[config.mk]
export PLATFORM = sky130hd
export DESIGN_NAME = enc_seg_sequencer
export DESIGN_NICKNAME = d
export VERILOG_FILES = /design/src/rtl/enc_pkg.sv /design/src/rtl/enc_seg_sequencer.sv
export SDC_FILE = /design/constraint.sdc
export NUM_CORES = 1
export LEC_CHECK = 0
export ABC_AREA = 1
export CORE_AREA = 2 2 39 41
export DETAILED_ROUTE_END_ITERATION = 16
export DIE_AREA = 0 0 41 43
export GPL_TIMING_DRIVEN = 0
export HOLD_SLACK_MARGIN = 0.05
export REMOVE_ABC_BUFFERS = 1
export SLEW_MARGIN = 20
export SYNTH_ARGS = -nofsm -noshare
export SYNTH_HDL_FRONTEND = slang
export SYNTH_SLANG_ARGS = --single-unit
[constraint.sdc]
create_clock -name clk -period 1 [get_ports clk]
set_input_delay 0.2 -clock clk [delete_from_list [all_inputs] [get_ports clk]]
set_output_delay 0.2 -clock clk [all_outputs]
set_load 0.02 [all_outputs]
[src/rtl/enc_pkg.sv]
// Shared encoder constants and the segment sequencer state type.
package enc_pkg;

    localparam int unsigned FEATURE_COUNT = 617;
    localparam int unsigned HV_DIM        = 4096;
    localparam int unsigned DIMS_PER_CC   = 1024;
    localparam int unsigned NUM_SEG       = HV_DIM / DIMS_PER_CC;
    localparam int unsigned SEG_W         = $clog2(NUM_SEG);

    typedef enum logic [2:0] {
        IDLE,
        ISSUE,
        WAIT,
        STORE,
        DONE
    } enc_seq_state_t;

endpackage

[src/rtl/enc_seg_sequencer.sv]
// Steps the segment select through all encoder segments, handing each one to the
// thresholder and strobing the encoded-HV register once its result is back.
module enc_seg_sequencer
    import enc_pkg::*;
(
    input  logic             clk,
    input  logic             rst,
    input  logic             start,
    output logic             busy,
    output logic             done,
    output logic [SEG_W-1:0] ctr,
    output logic             seg_valid,
    input  logic             seg_ready,
    input  logic             res_valid,
    output logic             seg_wr_en,
    output logic [SEG_W-1:0] seg_wr_idx,
    output logic             err
);

    localparam logic [SEG_W-1:0] LastSeg = SEG_W'(NUM_SEG - 1);

    enc_seq_state_t   state_q, state_d;
    logic [SEG_W-1:0] ctr_q, ctr_d;
    logic             err_q, err_d;

    // Next-state decode; every output is a function of registered state only.
    always_comb begin
        state_d = state_q;
        ctr_d   = ctr_q;
        err_d   = err_q;

        unique case (state_q)
            IDLE: begin
                if (start) begin
                    ctr_d   = '0;
                    state_d = ISSUE;
                end
            end
            ISSUE: begin
                if (seg_ready) state_d = WAIT;
            end
            WAIT: begin
                if (res_valid) state_d = STORE;
            end
            STORE: begin
                if (ctr_q == LastSeg) begin
                    state_d = DONE;
                end else begin
                    ctr_d   = ctr_q + SEG_W'(1);
                    state_d = ISSUE;
                end
            end
            DONE: begin
                state_d = IDLE;
            end
            default: begin
                state_d = IDLE;
            end
        endcase

        // A result outside WAIT is a protocol violation; an accepted start clears it.
        if (res_valid && (state_q != WAIT)) err_d = 1'b1;
        if ((state_q == IDLE) && start) err_d = 1'b0;

        busy       = (state_q != IDLE);
        seg_valid  = (state_q == ISSUE);
        seg_wr_en  = (state_q == STORE);
        done       = (state_q == DONE);
        ctr        = ctr_q;
        seg_wr_idx = ctr_q;
        err        = err_q;
    end

    // State, segment counter and sticky error registers.
    always_ff @(posedge clk) begin
        if (rst) begin
            state_q <= IDLE;
            ctr_q   <= '0;
            err_q   <= 1'b0;
        end else begin
            state_q <= state_d;
            ctr_q   <= ctr_d;
            err_q   <= err_d;
        end
    end

endmodule
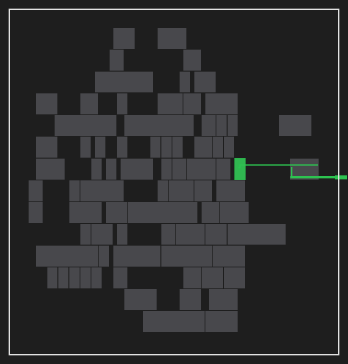
**Above:** port wiring.
(8 px per µm)
seg_ready: in green, bits 1, direction input, edge right, end cells 1, buffers 1, wire 16.7 µm.
tally of buffers added on design ports: 13
count of boundary I/O pins: 14

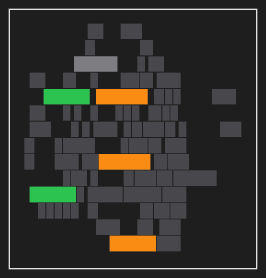
**Above:** where the registers sit.
(6 px per µm) Other sequential cells in the stronger gray, the rest of the logic in the fainter gray.
ctr: in green, flops 2. state_q: in orange, flops 3.
Seq area share: 0.201
Sequential Power: 0.457 mW
area used by sequential logic in the layout: 131 µm²
share of the core filled with cells: 0.472

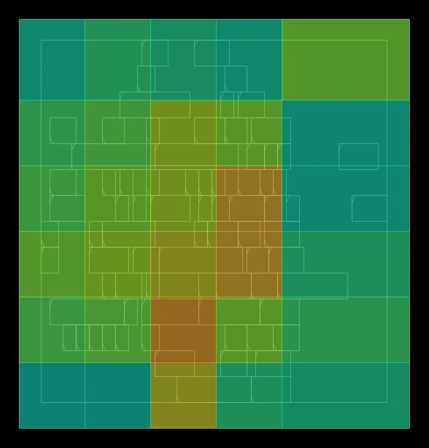
**Above:** routing congestion map.
GRT Max-Usage Layer: met2
global router's overall resource usage: 0.127
met3 global-route usage: 0.0157

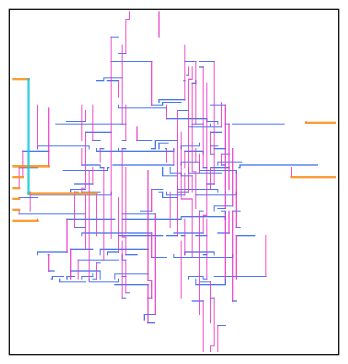
**Above:** wiring by layer.
(8 px per µm)
metal 1: in blue, wire length 363 µm. metal 4: in cyan, wire length 14.3 µm. metal 2: in magenta, wire length 519 µm. metal 3: in orange, wire length 29.9 µm.
wire per inst: 9.85 µm
Total Routed Length: 926 µm
total via count after detailed routing: 420

==> design notes <==
Post-synthesis share of cell area spent on xor and xnor gates: 0. The number of H-tree levels is 1. The critical path ends at done.

The final worst-path setup slack is -0.143 ns, and the leakage power summed over all cells is 0.324 nW. The proportion of register bits with asynchronous set or reset after synthesis is 0. The top-area cell type share of the netlist area was 0.315; the total of endpoints with negative setup slack in the final report was 8. By count the netlist is led by nand2_1 (10), inv_1 (8), nor2_1 (8), dfxtp_1 (6), nand3_1 (5). Hold timing on the final database bottoms out at a slack of 0.480 ns.

The setup TNS was -0.870 ns; the starting utilization of the core area was 0.276. Compared with the post-synthesis result, the final layout area differs by 71.1%. Simple-gate share of the synthesized area: 0.433. Note, the detailed placer reported a final HPWL of 608 µm. The final number of hold-violating endpoints is 0. The run finished, with violations left.

For reference, the top logic cell family by area is simple AND/OR/NAND/NOR gates. The number of buffers created by CTS was 3. The final antenna diode tally reported by the flow is 0. Placed instance area: 517 µm².

On the worst path, the slowest cell contributes a delay of 0.37 ns. The area fraction in mux cells works out to 0. The data required time of the critical path is 0.80 ns, and the number of DRC markers in iteration 0 is 0. The checks that failed: setup timing.

The start point of the worst hold path is err. The tools report the area of the mapped netlist as 382 µm². The tools report the sort of element at the start of the critical path as a flop.

The tools report the initial antenna violation count as 0. Setup repair after global routing could not meet its margin everywhere. The fraction of final layout cells sized beyond drive strength 1 came out at 0.551.

The sequential cell area fraction in the yosys report is 0.315, and the die boundary height is 43 µm. With the worst path buffer plus inverter count at 1, the critical path arrival is 0.94 ns. For the finished layout cell area, the log shows 653 µm². The endpoint of the worst hold path is reported as err.

Looking at the reg2reg group, the worst path starts from state_q[2].
[layout make-up]
class,instances,area share
Clock buffer,3,0.0345
Multi-Input combinational cell,38,0.402
Inverter,12,0.0805
Timing Repair Buffer,19,0.251
Sequential cell,6,0.201
Tap cell,16,0.0307
[stage by stage]
stage                     cells  worst slack (ns)  power [mW]
final                        94            -0.143        1.60
after floorplan              56            -0.306       0.872
after detailed placement     85            -0.515        1.14
after CTS                    94            -0.164        1.59
after global placement       85            -0.515        1.14
after global routing         94            -0.198        1.73
[per-layer routing]
| layer | wire, µm | global-route usage |
|---|---|---|
| met2 | 519 | 0.216 |
| met3 | 29 | 0.0157 |
| met1 | 363 | 0.126 |
| met4 | 14 | 0.100 |
| met5 | 0 | 0 |
Power and IR drop assume default switching activity.
